Run 1, placement density heat map:
The die is cut into 16 by 16 equal tiles; white is low, dark blue is high, 0 to 100% covered.
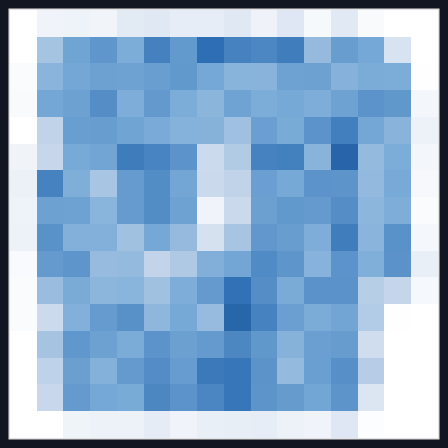
Run 1, congestion heat map:
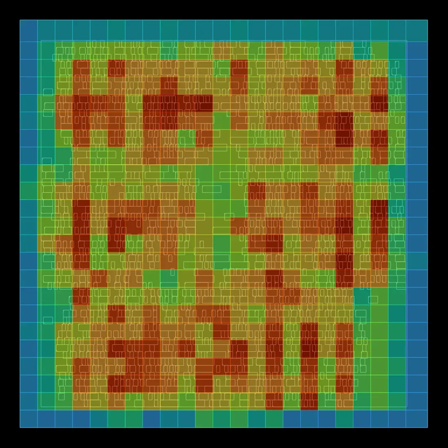
Run 1, signal wires by layer:
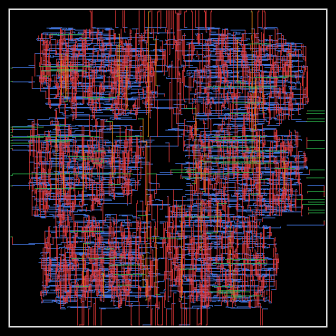
==> config.mk <==
export PLATFORM = sky130hd
export DESIGN_NAME = music_key_envelope_bank
export DESIGN_NICKNAME = d
export VERILOG_FILES = /design/src/rtl/music_box_pkg.sv /design/src/rtl/envelope_channel.sv /design/src/rtl/music_key_envelope_bank.sv
export SDC_FILE = /design/constraint.sdc
export NUM_CORES = 1
export LEC_CHECK = 0
export ABC_AREA = 1
export CAP_MARGIN = 5
export CELL_PAD_IN_SITES_DETAIL_PLACEMENT = 1
export CELL_PAD_IN_SITES_GLOBAL_PLACEMENT = 1
export CORE_MARGIN = 8
export CORE_UTILIZATION = 44
export CTS_CLUSTER_DIAMETER = 80
export DETAILED_ROUTE_END_ITERATION = 8
export PLACE_DENSITY = 0.95
export SKIP_LAST_GASP = 1
export SLEW_MARGIN = 10
export SYNTH_ARGS = -nofsm -noshare
export SYNTH_HDL_FRONTEND = slang
export SYNTH_HIERARCHICAL = 1
export SYNTH_SLANG_ARGS = --single-unit
==> constraint.sdc <==
create_clock -name CLK_1Khz -period 5.3 [get_ports CLK_1Khz]
set_input_delay 1.06 -clock CLK_1Khz [delete_from_list [all_inputs] [get_ports CLK_1Khz]]
set_output_delay 1.06 -clock CLK_1Khz [all_outputs]
set_load 0.02 [all_outputs]
==> src/rtl/music_box_pkg.sv <==
// music_box_pkg: envelope state encoding and saturating amplitude arithmetic
package music_box_pkg;
  localparam int ENV_STATE_W = 3;
  typedef enum logic [ENV_STATE_W-1:0] {
    IDLE    = 3'd0,
    ATTACK  = 3'd1,
    DECAY   = 3'd2,
    SUSTAIN = 3'd3,
    RELEASE = 3'd4
  } env_state_t;
  function automatic int satAdd(int a, int step, int hi);
    return (a + step > hi) ? hi : a + step;
  endfunction
  function automatic int satSub(int a, int step, int lo);
    return (a - step < lo) ? lo : a - step;
  endfunction
endpackage

==> src/rtl/envelope_channel.sv <==
// envelope_channel: one key's synchroniser, press detector and ADSR amplitude FSM
module envelope_channel
  import music_box_pkg::*;
#(
  parameter int AMP_W        = 8,
  parameter int PEAK_LVL     = 255,
  parameter int SUSTAIN_LVL  = 200,
  parameter int ATTACK_STEP  = 64,
  parameter int DECAY_STEP   = 3,
  parameter int RELEASE_STEP = 2
) (
  input  logic             CLK_1Khz,
  input  logic             reset_n,
  input  logic             play_enable,
  input  logic             key_n,
  output logic [AMP_W-1:0] envelope_out,
  output env_state_t       env_state,
  output logic             note_on,
  output logic             active
);
  localparam logic [AMP_W-1:0] peakLvl = AMP_W'(PEAK_LVL);
  localparam logic [AMP_W-1:0] sustainLvl = AMP_W'(SUSTAIN_LVL);
  logic syncA, syncB, prev, press, nextNote;
  logic [AMP_W-1:0] ampUp, ampDecay, ampRel, nextAmp;
  env_state_t nextState;
  assign ampUp = AMP_W'(satAdd(int'(envelope_out), ATTACK_STEP, PEAK_LVL));
  assign ampDecay = AMP_W'(satSub(int'(envelope_out), DECAY_STEP, SUSTAIN_LVL));
  assign ampRel = AMP_W'(satSub(int'(envelope_out), RELEASE_STEP, 0));
  assign press = !syncB && prev;
  assign active = env_state != IDLE;
  // A press edge retriggers from the current amplitude rather than from zero
  always_comb begin
    nextState = env_state;
    nextAmp = envelope_out;
    nextNote = 1'b0;
    if (!play_enable) begin
      nextState = IDLE;
      nextAmp = '0;
    end else if (press) begin
      nextState = ATTACK;
      nextAmp = ampUp;
      nextNote = 1'b1;
    end else if (syncB && env_state inside {ATTACK, DECAY, SUSTAIN}) begin
      nextState = RELEASE;
      nextAmp = ampRel;
    end else begin
      case (env_state)
        ATTACK: begin
          nextAmp = ampUp;
          nextState = (ampUp == peakLvl) ? DECAY : ATTACK;
        end
        DECAY: begin
          nextAmp = ampDecay;
          nextState = (ampDecay == sustainLvl) ? SUSTAIN : DECAY;
        end
        RELEASE: begin
          nextAmp = ampRel;
          nextState = (ampRel == '0) ? IDLE : RELEASE;
        end
        IDLE: nextAmp = '0;
        default: nextState = env_state;
      endcase
    end
  end
  // prev forced high while disabled so a held key re-arms as a fresh press
  always_ff @(posedge CLK_1Khz) begin
    if (!reset_n) begin
      syncA <= 1'b1;
      syncB <= 1'b1;
      prev <= 1'b1;
      env_state <= IDLE;
      envelope_out <= '0;
      note_on <= 1'b0;
    end else begin
      syncA <= key_n;
      syncB <= syncA;
      prev <= play_enable ? syncB : 1'b1;
      env_state <= nextState;
      envelope_out <= nextAmp;
      note_on <= nextNote;
    end
  end
endmodule

==> src/rtl/music_key_envelope_bank.sv <==
// music_key_envelope_bank: bank of independent per-key ADSR envelope channels
module music_key_envelope_bank
  import music_box_pkg::*;
#(
  parameter int NUM_KEYS     = 6,
  parameter int AMP_W        = 8,
  parameter int PEAK_LVL     = 255,
  parameter int SUSTAIN_LVL  = 200,
  parameter int ATTACK_STEP  = 64,
  parameter int DECAY_STEP   = 3,
  parameter int RELEASE_STEP = 2
) (
  input  logic                            CLK_1Khz,
  input  logic                            reset_n,
  input  logic                            play_enable,
  input  logic [NUM_KEYS-1:0]             key_n,
  output logic [NUM_KEYS-1:0][AMP_W-1:0]  envelope_out,
  output env_state_t [NUM_KEYS-1:0]       env_state,
  output logic [NUM_KEYS-1:0]             note_on,
  output logic [NUM_KEYS-1:0]             active_mask
);
  if (NUM_KEYS < 1 || NUM_KEYS > 16) begin : badNumKeys
    $error("NUM_KEYS must be in 1..16");
  end
  if (PEAK_LVL > 2 ** AMP_W - 1 || SUSTAIN_LVL > PEAK_LVL) begin : badLevels
    $error("level parameters out of range");
  end
  if (ATTACK_STEP < 1 || DECAY_STEP < 1 || RELEASE_STEP < 1) begin : badSteps
    $error("step parameters must be at least 1");
  end
  for (genvar g = 0; g < NUM_KEYS; g++) begin : chan
    envelope_channel #(
      .AMP_W(AMP_W),
      .PEAK_LVL(PEAK_LVL),
      .SUSTAIN_LVL(SUSTAIN_LVL),
      .ATTACK_STEP(ATTACK_STEP),
      .DECAY_STEP(DECAY_STEP),
      .RELEASE_STEP(RELEASE_STEP)
    ) u_chan (
      .CLK_1Khz(CLK_1Khz),
      .reset_n(reset_n),
      .play_enable(play_enable),
      .key_n(key_n[g]),
      .envelope_out(envelope_out[g]),
      .env_state(env_state[g]),
      .note_on(note_on[g]),
      .active(active_mask[g])
    );
  end
endmodule

==> impl_metrics.csv, run 1 <==
group,metric,value,unit
pwr,p_per_area,190.4,nW/um2
synth,yosysTopAreaCell,"dfxtp_1",
synth,top_cell,"nand2_1",
finish,sh_seq_area,17.26,%
setup_path,cp-start-kind,"flop",
synth,postSynth.asyncResetShare,0,%
clock_network,ctsLongestPathBuffers,2,
job,cap_violations,0,
clock_network,cts_root_buffer,"clkbuf_16",
pwr,p_leak,4.964,nW
pwr,powerClk,0.631,mW
finish,finish.instance_area,10440,um2
timing,finalCritPeriodShare,56.61,%
pwr,irDropWorstVdd,0.1354,mV
drt,drt_iter0_markers,589,
drt,drc,0,
finish,n_all_inverters,254,
finish,combGateArea,6187,um2
clock_network,cts_buffers,9,
timing,layout_min_cycle_time,3.000,ns
worst_hold_path,hold_start,"chan[3].u_chan/syncA",
drt,wl_met2,15.03,mm
synth,yosys_cells,1521,
setup_path,critPathBufInv,3,
setup_path,worst_ep_arrival_time,1.94,ns
timing,finalSetupViolations,0,
job,tool_warnings,51,
synth,aoi_share,18.02,%
finish,num-nonclk-buffers,86,
timing,hold_violations,0,
setup_path,crit_top_cell,"inv_1",
floorplanning,taps,275,
synth,ys_top_cells_by_count,"nand2_1, inv_1, nor2_1",
pwr,p_clk_share,31.8,%
setup_path,r2r_start,"chan[4].u_chan/envelope_out[6]",
status,status,"finished clean",
pwr,power.total,1.987,mW
setup_path,rr_worst_depth,13,
finish,sh_comb_area,59.27,%
drt,wl_met1,14.03,mm
clock_network,cts_sinks,90,
synth,synth_adder_area_share,5.866,%
timing,hold-worst-slack,0.4138,ns
finish,buffer_area_share,8.246,%
setup_path,cp_max_fo,9,
grt,grt_pass1_vias,10830,
synth,edf_count,0,
timing,fmax,333.3,MHz
About 'placement density heat map':
tiles over 75% full	0.80%
emptiest ninth of the die	south-east
mean over tiles	39%
densest ninth of the die	south
nearly empty tiles	9.0%
fullest tile	79%
Final Util: 50.29%
Init Core Util: 44.19%
Core Box Area: 20760 um2

About 'congestion heat map':
global routing's busiest layer: met2
met1 GRT Util: 29.93%
WL/cell: 16.67 um
GR Util All Layers: 24.05%
grt met3 use: 2.790%

About 'signal wires by layer':
color	layer	wire length
blue	met1	14000 um
orange	met4	878 um
green	met3	1180 um
red	met2	15000 um
Via Count: 10230
final WL: 31.12 mm

## run 1: how the worst max path moves through the flow
stage | from | to | slack [ns]
after global routing | chan[0].u_chan/env_state[0] | active_mask[0] | 2.21
final | chan[0].u_chan/env_state[1] | active_mask[0] | 2.30
after global placement | reset_n | chan[1].u_chan/envelope_out[0] | 2.44
after CTS | chan[0].u_chan/env_state[0] | active_mask[0] | 2.31
after detailed placement | reset_n | chan[0].u_chan/envelope_out[4] | 2.38
after floorplan | chan[0].u_chan/env_state[0] | active_mask[0] | 3.24
## run 1: flip-flops by register name, summed over array words and instances (netlist names)
name / count
chan.u_chan/env_state: 18
chan.u_chan/prev: 6
chan.u_chan/envelope_out: 48
chan.u_chan/note_on: 6
chan.u_chan/syncA: 6
chan.u_chan/syncB: 6
Run 1, met2 routing:
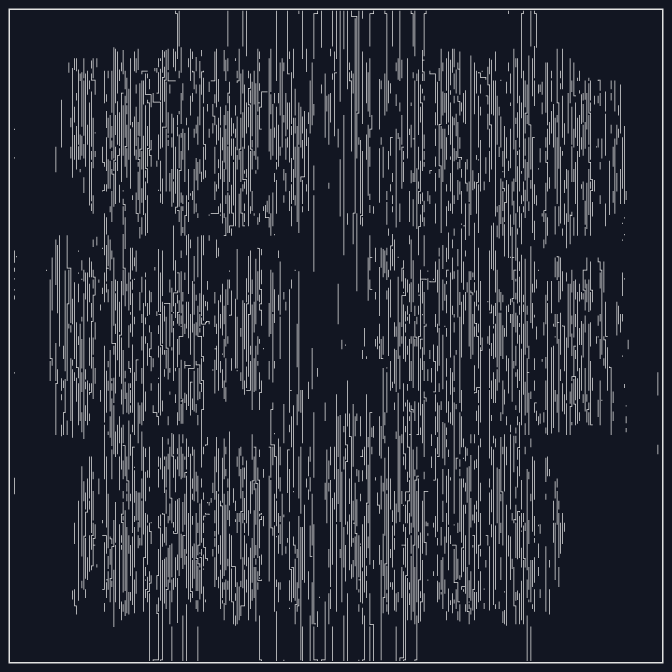

==> run 2: changes to the inputs <==
Settings changed: CORE_UTILIZATION 44 to 41, PLACE_DENSITY 0.95 to 0.9.
Clock period 5.3 ns to 3.1 ns, I/O delays scaled along.
Run 2, met2 routing:
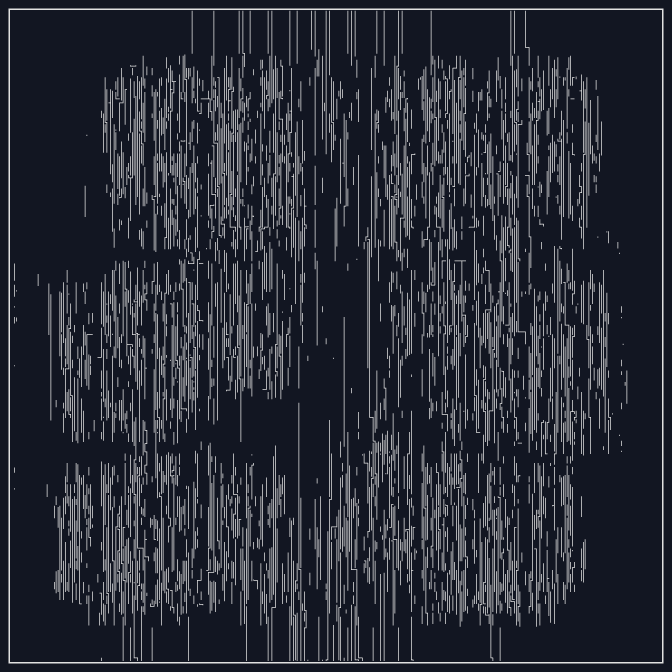
share of all routed wire	49%
main direction	vertical
wire length on this layer	15000 um
nets with wire on the layer	1404
longest straight run	45.2 um
final WL: 30.86 mm
Via Count: 10070
GR Util met2: 39.32%

==> run 2 against run 1 <==
  * Hold slack lost 0.0078 ns
  * First-iteration DRC count shrank 7.5%
  * Die size grew 6.6%
  * Worst setup slack lost 1.8 ns
  * Critical endpoint unchanged
==> impl_metrics.csv, run 2 <==
group,metric,value,unit
synth,edf_count,0,
pwr,irDropWorstVdd,0.2352,mV
finish,finish.instance_area,10520,um2
setup_path,cp_max_fo,9,
clock_network,ctsLongestPathBuffers,2,
finish,num-nonclk-buffers,87,
timing,hold-worst-slack,0.4060,ns
pwr,power.total,3.644,mW
status,status,"finished clean",
floorplanning,core_area,21890,um2
finish,top_register,"chan.u_chan/envelope_out",
clock_network,cts_root_buffer,"clkbuf_16",
finish,n_all_inverters,254,
job,cap_violations,0,
setup_path,crit_top_cell,"inv_1",
finish,buffer_area_share,8.251,%
finish,sh_seq_area,17.12,%
drt,drt_iter0_markers,545,
setup_path,worst_ep_arrival_time,2.00,ns
finish,combGateArea,6187,um2
clock_network,cts_buffers,9,
synth,aoi_share,18.02,%
Run 2, signal wires by layer:
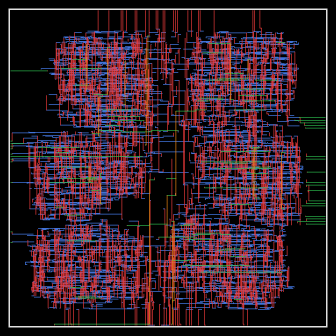
color	layer	wire length
red	met2	15000 um
blue	met1	14100 um
orange	met4	551 um
green	met3	1260 um
WL/cell: 16.47 um
GR Util All Layers: 22.58%

## run 2: tightest hold or removal path, cell delays in order, from the launching register on
cell,delay (ns)
dfxtp_1,0.30
inv_1,0.03
nand2_1,0.04
## run 2: worst paths after layout
kind	start	end	slack [ns]	depth (start not counted)
setup / recovery	chan[0].u_chan/env_state[0]	active_mask[0]	0.48	5
hold reg to reg	chan[1].u_chan/syncA	chan[1].u_chan/syncB	0.41	2
setup reg to reg	chan[2].u_chan/envelope_out[6]	chan[2].u_chan/env_state[0]	0.79	13
hold / removal	chan[1].u_chan/syncA	chan[1].u_chan/syncB	0.41	2
## run 2: metal layers
layer,share of wire (%),up-vias
met3,4.1,41
li1,-,5020
met1,46,4815
met5,0,-
met4,1.8,0
met2,49,196
Power is estimated from default activity; no workload was simulated.
